## src/rtl/fp_cmp_pipe.sv

```systemverilog
// fp_cmp_pipe: two-stage sign-magnitude floating-point comparator (gt/eq/lt) with valid/ready flow control.
// Build option: define FP_CMP_SIGNED_ZERO_EN to keep the sign of zero (-0 < +0); by default +0 == -0.
module fp_cmp_pipe #(
    parameter int EXP_W  = 4,
    parameter int FRAC_W = 8
) (
    input  logic                  clk,
    input  logic                  reset,
    input  logic                  in_valid,
    output logic                  in_ready,
    input  logic [EXP_W+FRAC_W:0] a,
    input  logic [EXP_W+FRAC_W:0] b,
    output logic                  out_valid,
    input  logic                  out_ready,
    output logic                  gt,
    output logic                  eq,
    output logic                  lt
);
    localparam int M_W = EXP_W + FRAC_W;

    // Handshake: a pair moves in on in_valid & in_ready and a result moves out on
    // out_valid & out_ready; a stage advances when it is empty or its successor advances.
    logic s1_v_q, s2_v_q;
    logic s1_adv, s2_adv, accept;

    assign s2_adv    = ~s2_v_q | out_ready;
    assign s1_adv    = ~s1_v_q | s2_adv;
    assign in_ready  = s1_adv & ~reset;
    assign accept    = in_valid & in_ready;
    assign out_valid = s2_v_q;

    // Stage 1 next-state: zero detection, effective signs and unsigned magnitude order.
    logic           zero_a, zero_b;
    logic [M_W-1:0] ma, mb;
    logic           es_a_d, es_b_d, mag_gt_d, mag_eq_d;

    always_comb begin
        zero_a = (a[FRAC_W-1:0] == '0);
        zero_b = (b[FRAC_W-1:0] == '0);
        ma     = zero_a ? '0 : a[M_W-1:0];
        mb     = zero_b ? '0 : b[M_W-1:0];
`ifdef FP_CMP_SIGNED_ZERO_EN
        es_a_d = a[M_W];
        es_b_d = b[M_W];
`else
        es_a_d = a[M_W] & ~zero_a;
        es_b_d = b[M_W] & ~zero_b;
`endif
        mag_gt_d = (ma > mb);
        mag_eq_d = (ma == mb);
    end

    logic es_a_q, es_b_q, mag_gt_q, mag_eq_q;

    // Stage 2 next-state: negative operands reverse the magnitude order.
    logic gt_d, eq_d, lt_d;

    always_comb begin
        gt_d = 1'b0;
        eq_d = 1'b0;
        lt_d = 1'b0;
        if (es_a_q != es_b_q) begin
            gt_d = es_b_q;
            lt_d = es_a_q;
        end else if (mag_eq_q) begin
            eq_d = 1'b1;
        end else if (mag_gt_q ^ es_a_q) begin
            gt_d = 1'b1;
        end else begin
            lt_d = 1'b1;
        end
    end

    logic gt_q, eq_q, lt_q;

    always_ff @(posedge clk) begin
        if (reset) begin
            s1_v_q <= 1'b0;
            s2_v_q <= 1'b0;
            gt_q   <= 1'b0;
            eq_q   <= 1'b0;
            lt_q   <= 1'b0;
        end else begin
            if (s1_adv) begin
                s1_v_q <= accept;
                if (accept) begin
                    es_a_q   <= es_a_d;
                    es_b_q   <= es_b_d;
                    mag_gt_q <= mag_gt_d;
                    mag_eq_q <= mag_eq_d;
                end
            end
            // Flags load only with a real result, so they hold across bubbles and stalls.
            if (s2_adv) begin
                s2_v_q <= s1_v_q;
                if (s1_v_q) begin
                    gt_q <= gt_d;
                    eq_q <= eq_d;
                    lt_q <= lt_d;
                end
            end
        end
    end

    assign gt = gt_q;
    assign eq = eq_q;
    assign lt = lt_q;
endmodule

```

## config.mk

```make
export PLATFORM = sky130hd
export DESIGN_NAME = fp_cmp_pipe
export DESIGN_NICKNAME = d
export VERILOG_FILES = /design/src/rtl/fp_cmp_pipe.sv
export SDC_FILE = /design/constraint.sdc
export NUM_CORES = 1
export LEC_CHECK = 0
export ABC_AREA = 0
export CAP_MARGIN = 20
export CORE_ASPECT_RATIO = 1.4
export CORE_MARGIN = 10
export CORE_UTILIZATION = 38
export DETAILED_ROUTE_END_ITERATION = 12
export PLACE_DENSITY = 0.75
export SYNTH_ARGS = -nofsm -noshare
export SYNTH_HDL_FRONTEND = slang
export SYNTH_SLANG_ARGS = --single-unit
```

## constraint.sdc

```tcl
create_clock -name clk -period 3.65 [get_ports clk]
set_clock_uncertainty 0.15 [all_clocks]
set_input_delay 1.095 -clock clk [delete_from_list [all_inputs] [get_ports clk]]
set_output_delay 1.095 -clock clk [all_outputs]
set_load 0.02 [all_outputs]
```

==> results.ini <==
[detailed_routing]
drtIter0Drc = 3
top_layer = met4
wl_per_cell_um = 12.5
drc_errors = 0
final_antenna_net_count = 0
wl_met2_um = 1040
dr.pass1.iters = 4
wl_met3_um = 154

[setup_path]
cp_top_family = buffers and inverters
r2r_start = out_valid
endpoint_kind = output port
reg2reg_depth = 3
crit_chain = clkdlybuf4s50_1, nor2b_2, a21oi_1, dlygate4sd2_1
path_class = primary input to output port
start_kind = primary input
crit_end = in_ready
cpMaxStageDelayCell = clkdlybuf4s50_1
r2r_slack_ns = 2.36
r2r-end = es_a_q
arrival_ns = 2.13
max_stage_delay_ns = 0.48
cp.depth = 4
startpoint = out_ready

[finish]
largest_class = combinational gates
clock_area_share_pct = 2.43
signal_buffers = 36
fill_cells = 174
ff_count = 9
lay_top_count = clkdlybuf4s50_1
nets = 170
clock_buffers = 3
antenna_cells = 0
comb.multi_input.count = 69
drive_above_1_share_pct = 6.30
lay_top_cells = 33 x clkdlybuf4s50_1, 12 x ha_1, 10 x nand2_1
comb-cell-share_pct = 41.5

[pwr]
p_total_mw = 0.276
switching_power_mw = 0.0716
intPower_mw = 0.204
pwr-share-comb_pct = 31.9
powerDensity_mw_per_mm2 = 244
top_power_group = sequential cells
p_leak_nw = 0.482
switching_share_pct = 26.0
p_seq_mw = 0.114
pg_comb_mw = 0.0879

[worst_hold_path]
whs_endpoint = eq
min_path_type = register to register
holdCritStartpoint = eq
hold_depth = 2

[logic_synthesis]
synth_top_cell_by_area = ha_1
post_synth_inst_count = 95
synthTopCellsByCount = 12 x ha_1, 10 x nand2_1, 9 x inv_1
yosysChipArea_sq_um = 754
mux_area_share_pct = 0
synthXorXnorAreaFrac_pct = 1.16
ys_cells = 95
yosysWarningCount = 0
synth-main-ff-cell = dfxtp_1
synth_cell_types = 26
synth_adder_area_share_pct = 19.9
ys_seq_elements = 9
synth-compound-area-share_pct = 12.9
edf_count = 4
syn_area_sq_um = 754
ys_top_logic_family = simple AND/OR/NAND/NOR gates
ys_sh_simple_pct = 28.4
yosysMostFrequentCell = ha_1
top_area_share_pct = 19.9
synth_seq_share_pct = 29.2

[final_timing]
fmax_ghz = 0.296
finalCritPeriodShare_pct = 92.5
tns_ns = 0
finalHoldViolCount = 0
hold_slack_ns = 0.317
worstMarginPinSlew_ns = 0.287
slew_violations = 0
min_period_ns = 3.38
setup_viol = 0
slew_headroom_pct = 80.7
rsz0062_at_grt = no

[floorplan]
core-area_sq_mm = 0.00193
die_w_um = 57.7
tapCellCount = 21
die_area_sq_mm = 0.00419
rows = 19
core_util_floorplan_pct = 39.2
ios = 35

[placed_design]
placed_cell_area_sq_mm = 0.00111
dpl_worst_slack_ns = -0.0193
dp.cells = 144
dp_hpwl_um = 1700
place_congestion = 0.805

[clock_network]
cts_setup_buffers = 0
cts_buffers = 3
ctsHoldBuffers = 0
cts_resized = 1
clkSinkCount = 9
path_clk_slew_ns = 0.06

[global_routing]
grt_util_met3_pct = 3.83
first_global_vias = 847
grt-ovfl-total = 0
grt_pass1_wl_um = 3210
antenna_found_initial = 0
use_met1_pct = 7.22
grt_max_degree = 7

[outcome]
status = finished clean

Cell placement:
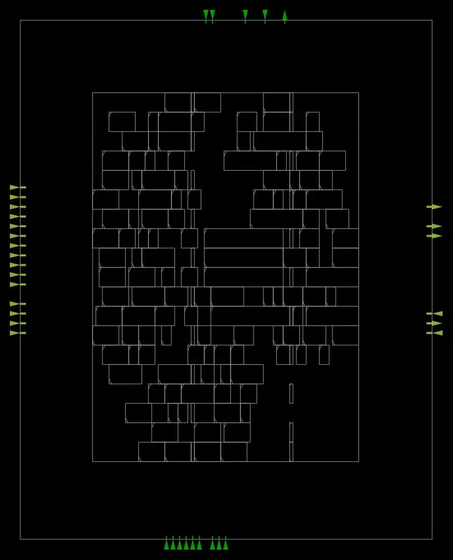
Seq/total area: 19.4%
Core Util, Final: 58.8%
Finished Layout Cells: 148

Cell sizes after repair:
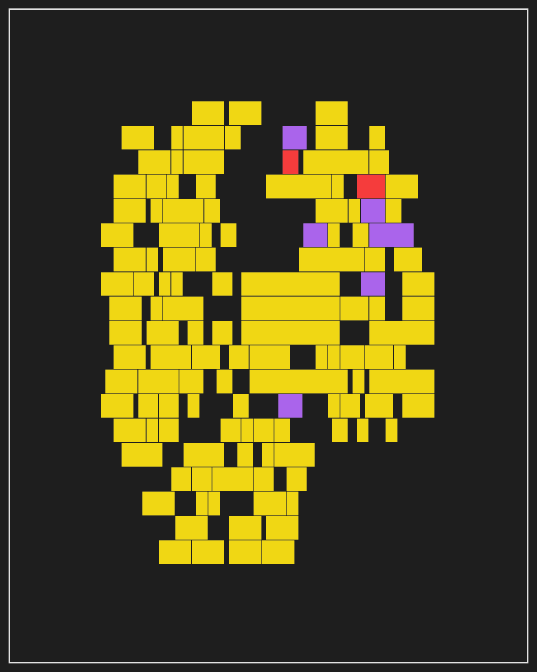
colour	size	cells
purple	x3 and x4	6
red	x2	2
yellow	x1 and smaller	119
setup slack after layout: 0.274 ns
area grow syn2layout: 50.1%

Zoomed window:
The bar under the picture is 10 um long. Window x 16 to 41, y 38 to 63 um. Cells in grey, sequential cells in the stronger grey; small squares are vias.
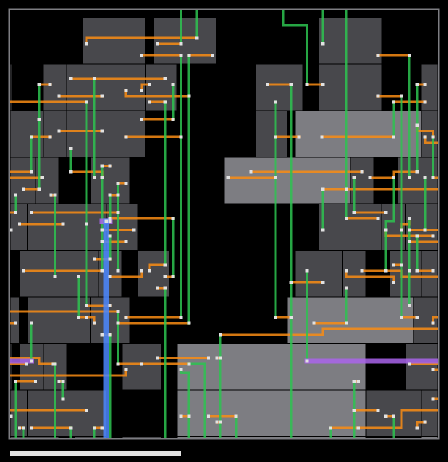
colour	layer
purple	M3
green	M2
orange	M1
blue	M4
cells with their middle in the window	46
sequential cells in the window	5
most frequent	inv_1 (7), clkdlybuf4s50_1 (7), ha_1 (5)

Clock network drawn from the DEF:
The bar under the picture is 20 um long.
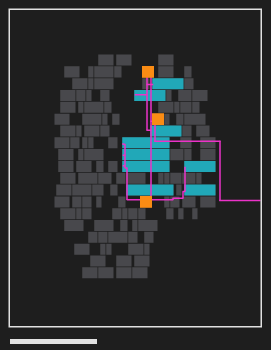
[cyan] flip-flops | count: 9
[orange] clock-net drivers | count: 3
[magenta] clock wires | length: 132 um
flops lie	centre
routed clock nets	4
clock share of power: 26.9%
P_clk: 0.0741 mW
clk ins delay skew pair: 0.26 ns

Signal metal coverage by tile:
The die is cut into 12 by 15 equal tiles; dark blue is low, red is high, scaled to the fullest tile. Values are wire area over tile area, all layers added.
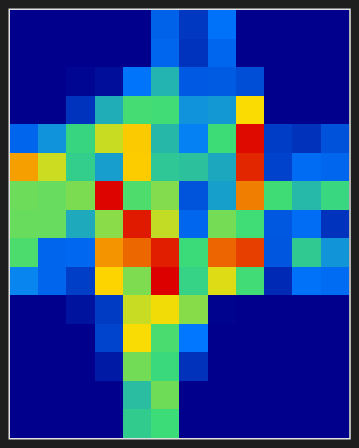
emptiest ninth of the die	lower right
densest ninth of the die	centre
tiles over half the peak	25%
mean over tiles	0.072
nearly empty tiles	40%
fullest tile	0.28
WL final: 1850 um
gr usage total: 9.31%

Power figures rest on the tool's default switching activity, not on a simulated workload.
